## src/rtl/wr_drain_ctrl_if.sv

```systemverilog
// Shared 64-bit data-memory port between the writeback drain controller and memory.
// The controller drives the request side (master); memory answers with mem_ack (slave).
interface wr_drain_ctrl_if;
    logic        mem_req;
    logic        mem_we;
    logic [31:0] mem_addr;
    logic [63:0] mem_wdata;
    logic [7:0]  mem_be;
    logic        mem_ack;

    modport master (
        output mem_req, mem_we, mem_addr, mem_wdata, mem_be,
        input  mem_ack
    );

    modport slave (
        input  mem_req, mem_we, mem_addr, mem_wdata, mem_be,
        output mem_ack
    );
endinterface

```

## src/rtl/wr_drain_ctrl.sv

```systemverilog
// Drains the store write FIFO into the shared memory port, splitting 8-byte-crossing stores
// and arbitrating against loads. Optional drain-starvation timeout: define DRAIN_TIMEOUT_EN.
module wr_drain_ctrl #(
    parameter int DATA_W       = 98,
    parameter int STARVE_LIMIT = 8,
    parameter int STARVE_W     = 4
) (
    input  logic              clk,
    input  logic              rst_n,
    input  logic              fifo_empty,
    input  logic              fifo_full,
    input  logic [DATA_W-1:0] fifo_rd_data,
    output logic              fifo_rd,
    input  logic              ld_req,
    input  logic [31:0]       ld_addr,
    output logic              ld_ack,
    wr_drain_ctrl_if.master   bus,
    output logic              busy
);

    typedef enum logic [1:0] {IDLE, WR1, WR2, LD} state_t;

    state_t      state;
    logic [63:0] head_data;
    logic [31:0] head_addr;
    logic [1:0]  head_size;
    logic [2:0]  off;
    logic [3:0]  nb;
    logic [15:0] mask;
    logic        split;
    logic [5:0]  sh_lo;
    logic [6:0]  sh_hi;
    logic [63:0] wdata_lo;
    logic [63:0] wdata_hi;
    logic [31:0] addr_lo;
    logic [31:0] addr_hi;
    logic        ack;
    logic        starve_hit;
    logic        pick_wr;
    logic        pick_ld;

    if ((STARVE_LIMIT >= (1 << STARVE_W)) || (DATA_W < 98)) begin : g_param_check
        $error("wr_drain_ctrl: STARVE_W cannot hold STARVE_LIMIT or DATA_W below 98");
    end

    assign head_data = fifo_rd_data[34 +: 64];
    assign head_addr = fifo_rd_data[2 +: 32];
    assign head_size = fifo_rd_data[1:0];
    assign off       = head_addr[2:0];
    assign nb        = 4'd1 << head_size;
    assign mask      = ((16'd1 << nb) - 16'd1) << off;
    assign split     = |mask[15:8];

    // Second beat only exists when off != 0, so the 64-off*8 shift never reaches 64 in use.
    assign sh_lo     = {off, 3'b000};
    assign sh_hi     = 7'd64 - {1'b0, sh_lo};
    assign wdata_lo  = head_data << sh_lo;
    assign wdata_hi  = head_data >> sh_hi;
    assign addr_lo   = {head_addr[31:3], 3'b000};
    assign addr_hi   = {head_addr[31:3] + 29'd1, 3'b000};

    assign ack     = bus.mem_req & bus.mem_ack;
    assign pick_wr = fifo_full || (!fifo_empty && (!ld_req || starve_hit));
    assign pick_ld = !pick_wr && ld_req;

    assign busy    = (state != IDLE);
    assign fifo_rd = ack && (((state == WR1) && !split) || (state == WR2));
    assign ld_ack  = ack && (state == LD);

`ifdef DRAIN_TIMEOUT_EN
    logic [STARVE_W-1:0] starve_cnt;

    assign starve_hit = (starve_cnt == STARVE_W'(STARVE_LIMIT));

    // Counts arbitrations a pending store lost to a load; any drain start or empty FIFO clears it.
    always_ff @(posedge clk) begin
        if (!rst_n) begin
            starve_cnt <= '0;
        end else if (fifo_empty) begin
            starve_cnt <= '0;
        end else if (state == IDLE) begin
            if (pick_wr)
                starve_cnt <= '0;
            else if (pick_ld)
                starve_cnt <= starve_cnt + 1'b1;
        end
    end
`else
    assign starve_hit = 1'b0;
`endif

    always_ff @(posedge clk) begin
        if (!rst_n) begin
            state         <= IDLE;
            bus.mem_req   <= 1'b0;
            bus.mem_we    <= 1'b0;
            bus.mem_addr  <= '0;
            bus.mem_wdata <= '0;
            bus.mem_be    <= '0;
        end else begin
            case (state)
                IDLE: begin
                    if (pick_wr) begin
                        state         <= WR1;
                        bus.mem_req   <= 1'b1;
                        bus.mem_we    <= 1'b1;
                        bus.mem_addr  <= addr_lo;
                        bus.mem_wdata <= wdata_lo;
                        bus.mem_be    <= mask[7:0];
                    end else if (pick_ld) begin
                        state         <= LD;
                        bus.mem_req   <= 1'b1;
                        bus.mem_we    <= 1'b0;
                        bus.mem_addr  <= ld_addr;
                        bus.mem_wdata <= '0;
                        bus.mem_be    <= '0;
                    end
                end
                WR1: begin
                    if (ack) begin
                        if (split) begin
                            // Back-to-back second beat; the head is not popped yet.
                            state         <= WR2;
                            bus.mem_addr  <= addr_hi;
                            bus.mem_wdata <= wdata_hi;
                            bus.mem_be    <= mask[15:8];
                        end else begin
                            state       <= IDLE;
                            bus.mem_req <= 1'b0;
                        end
                    end
                end
                WR2, LD: begin
                    if (ack) begin
                        state       <= IDLE;
                        bus.mem_req <= 1'b0;
                    end
                end
                default: begin
                    state       <= IDLE;
                    bus.mem_req <= 1'b0;
                end
            endcase
        end
    end

endmodule
```

## src/flat_wrapper.sv

```systemverilog
// flat-port wrapper written by rule: the top's interface ports become plain ports
module wr_drain_ctrl_flat 
#(
    parameter int DATA_W       = 98,
    parameter int STARVE_LIMIT = 8,
    parameter int STARVE_W     = 4
)
  (clk, rst_n, fifo_empty, fifo_full, fifo_rd_data, fifo_rd, ld_req, ld_addr, ld_ack, busy, bus_mem_req, bus_mem_we, bus_mem_addr, bus_mem_wdata, bus_mem_be, bus_mem_ack);
  wr_drain_ctrl_if bus_i ();
  input  logic clk;
  input  logic rst_n;
  input  logic fifo_empty;
  input  logic fifo_full;
  input  logic [DATA_W-1:0] fifo_rd_data;
  output logic fifo_rd;
  input  logic ld_req;
  input  logic [31:0] ld_addr;
  output logic ld_ack;
  output logic busy;
  output wire logic [$bits(bus_i.mem_req)-1:0] bus_mem_req;
  output wire logic [$bits(bus_i.mem_we)-1:0] bus_mem_we;
  output wire logic [$bits(bus_i.mem_addr)-1:0] bus_mem_addr;
  output wire logic [$bits(bus_i.mem_wdata)-1:0] bus_mem_wdata;
  output wire logic [$bits(bus_i.mem_be)-1:0] bus_mem_be;
  input wire logic [$bits(bus_i.mem_ack)-1:0] bus_mem_ack;
  assign bus_mem_req = bus_i.mem_req;
  assign bus_mem_we = bus_i.mem_we;
  assign bus_mem_addr = bus_i.mem_addr;
  assign bus_mem_wdata = bus_i.mem_wdata;
  assign bus_mem_be = bus_i.mem_be;
  assign bus_i.mem_ack = bus_mem_ack;
  wr_drain_ctrl #(.DATA_W(DATA_W), .STARVE_LIMIT(STARVE_LIMIT), .STARVE_W(STARVE_W)) u_core (.clk(clk), .rst_n(rst_n), .fifo_empty(fifo_empty), .fifo_full(fifo_full), .fifo_rd_data(fifo_rd_data), .fifo_rd(fifo_rd), .ld_req(ld_req), .ld_addr(ld_addr), .ld_ack(ld_ack), .bus(bus_i), .busy(busy));
endmodule
```

## config.mk

```make
export PLATFORM = sky130hd
export DESIGN_NAME = wr_drain_ctrl_flat
export DESIGN_NICKNAME = d
export VERILOG_FILES = /design/src/rtl/wr_drain_ctrl_if.sv /design/src/rtl/wr_drain_ctrl.sv /design/src/flat_wrapper.sv
export SDC_FILE = /design/constraint.sdc
export NUM_CORES = 1
export LEC_CHECK = 0
export CORE_MARGIN = 2
export CORE_UTILIZATION = 49
export CTS_CLUSTER_SIZE = 30
export DETAILED_ROUTE_END_ITERATION = 12
export PLACE_DENSITY = 0.88
export REMOVE_ABC_BUFFERS = 1
export SLEW_MARGIN = 20
export SYNTH_ARGS = -nofsm -noshare
export SYNTH_HDL_FRONTEND = slang
export SYNTH_SLANG_ARGS = --single-unit
```

## constraint.sdc

```tcl
create_clock -name clk -period 4.21 [get_ports clk]
set_input_delay 0.842 -clock clk [delete_from_list [all_inputs] [get_ports clk]]
set_output_delay 0.842 -clock clk [all_outputs]
set_load 0.01 [all_outputs]
```

final_clocks.png
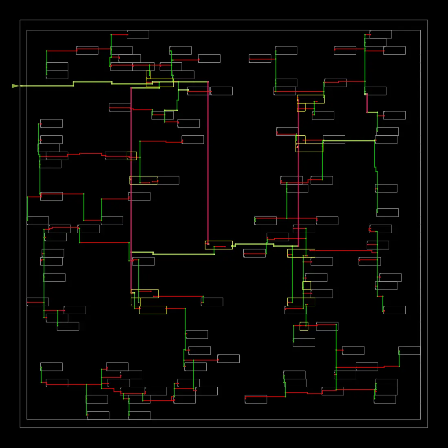
clk sinks: 108
Latency at later pin: 360 ps
Seq cells: 108
Clk power: 0.830 mW

metal_stack.png
(3 px per um)
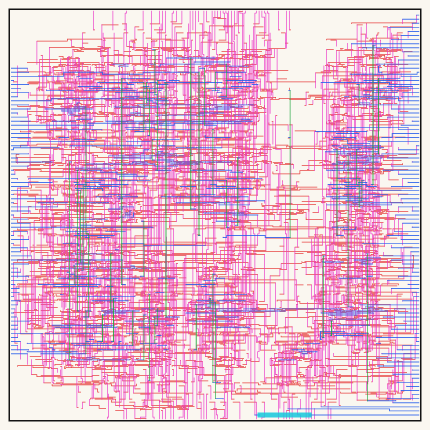
legend:
  green:
    layer: met4
    wire_length: 1,220 um
  blue:
    layer: met3
    wire_length: 3,950 um
  magenta:
    layer: met2
    wire_length: 15,000 um
  red:
    layer: met1
    wire_length: 12,600 um
  cyan:
    layer: met5
    wire_length: 16.6 um

met4.png
(4 px per um) Supply wires on this layer in grey. Cells faint in the background.
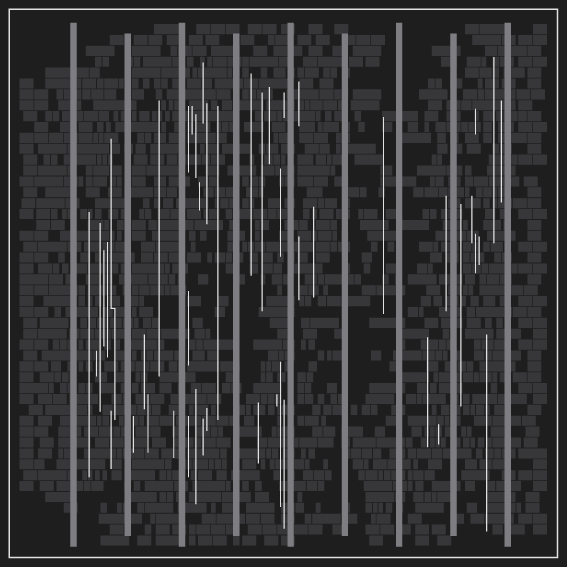
nets with wire on the layer: 45
main direction: vertical
longest straight run: 78.2 um
share of all routed wire: 3.7%
wire length on this layer: 1,220 um
vias: 10,200
routed wire length: 32,900 um

==> out/metrics.cfg <==
[run_status]
outcome = finished, final reports clean

[worst_setup_path]
startpoint = fifo_rd_data[0]
path_buffers = 2
max_stage_delay_ps = 550
crit_chain = clkdlybuf4s50_1 > nor2b_1 > ha_1 > or2_1 > a21oi_1 > a211oi_2 > nor3_1 > nand2_1 > a21oi_1 > clkdlybuf4s50_1
r2r_end = u_core.bus.mem_wdata[57]
rrSetupSlack_ps = 1370
path_max_fanout = 7
critPathCapture = fifo_rd
crit_type = in -> out
required_ps = 3370
reg2regPathDepth = 6
slowest_stage = clkdlybuf4s50_1
crit_family = buffers and inverters
path_depth = 10
worstSetupStartpointType = input port
r2r-start = u_core.state[0]

[floorplanning]
ioPinCount = 245
rows = 48
die_x_um = 137
core_um2 = 17200
initial_utilization = 0.501
nWellTaps = 225
die_area_um2 = 18700

[final_timing]
fin_ws_ps = 161
whs_ps = 454
period_needed_ps = 4050
tightest_slew_ps = 1270
slew_viol_final = 0
max_freq_mhz = 247
setup_tns_ps = 0
fin_crit_sh = 0.962
skew_ps = 7.91
hold_violations = 0

[layout]
buf_share = 0.245
buffers = 292
combGateArea_um2 = 5970
fin_nets = 1434
drive_above_1_share = 0.102
comb_cells = 873
sh_comb_area = 0.517
clock_buffer_count = 10
layout.cells.non_filler = 1524
post-route-util = 0.670
area_growth_pct = 33.9
lay_top_cells = 240 x clkdlybuf4s50_1, 134 x nand2_1, 109 x a21oi_1
clk_share = 0.0240
inverters = 10
layout_top_cell = clkdlybuf4s50_1
flop_area_um2 = 2160
top_area_cell_class = logic gates
nFillCells = 1415
seq_area_frac = 0.187

[power]
p_sw_frac = 0.371
p_total_mw = 3.83
internal_power_mw = 2.41
pwr-share-clk = 0.217
leakage_nw = 4.45
combPwrFrac = 0.446
seqPwrFrac = 0.338
power_density_nw_per_um2 = 332
netSwitchingPower_mw = 1.42
ir_worst_vdd_mv = 0.232

[synthesis]
synth_warnings = 0
synth-seq-cells = 108
ys_async_sr_fraction = 0
ys.flop_type = dfxtp_1
synthAoiAreaFrac = 0.304
top_cells_by_count = 134 x nand2_1, 109 x a21oi_1, 108 x dfxtp_1
ys_sh_xor = 0.00102
synth_cell_types = 73
avgSynthCellArea_um2 = 7.90
mux_share = 0.207
synth_stat.cells = 1092
top_cell = nand2_1
ys_sh_adder = 0.00696
synth_seq_share = 0.251
synthCells = 1092
ys_top_logic_family = AND-OR/OR-AND gates
synth_area_um2 = 8630
synthSimpleGateAreaFrac = 0.170
edf_count = 0
area_leaders = dfxtp_1 25%, mux2i_1 11%, mux4_2 7.6%, a21oi_1 6.3%, o21ai_0 5.9%

[drt]
drt_iter0_drc = 1110
wl_per_cell_um = 21.6
viasPerCell = 6.67
postRouteAntennaNets = 0
first_pass_iters = 7

[worst_hold_path]
min_delay_worst_endpoint = u_core.bus.mem_addr[16]
hold_path.class = reg -> reg
hold_depth = 2

[grt]
grt_pass1_wl_um = 49400
grt_max_degree = 70
first_global_vias = 9258
track_usage = 0.335
antenna_found_initial = 1
grt_overflow_total = 0

[cts]
cts_tree = done
cts_buffers = 9
cts_max_level = 3
cts_hold_buffers = 0
cts-root-buf = clkbuf_16
cts_buffer_depth = 2
post_cts_buffers = 0
cts_resized = 0
path_clk_slew_ps = 70

[place]
pre_cts_ws_ps = 138
dp_hpwl_um = 22900
routabilityCongestion = 0.982
post-place-cells = 1508
portBuffers = 244
postPlaceCellArea_um2 = 11300

[run]
warning_count = 26

registers in the layout, summed over array words and instances (netlist names):
signal and cells:
u_core.bus.mem_addr 32, u_core.bus.mem_be 8, u_core.bus.mem_req 1, u_core.bus.mem_we 1, u_core.state 2, u_core.bus.mem_wdata 64
routing by layer:
layer  vias up  wire [um]  track usage
met5         -         16            0
met4         2       1220        0.143
met3       118       3950       0.0630
met2       768      15000        0.552
met1      4705      12600        0.430
li1       4567          -            -
power groups by stage:
stage	clock network (mW)	logic (mW)	registers [mW]
after floorplan	0	0.723	1.38
after global placement	0	1.65	1.31
after detailed placement	0	1.67	1.31
after CTS	0.839	1.68	1.29
after global routing	0.877	1.82	1.31
final	0.830	1.71	1.29
Power and IR drop assume default switching activity.
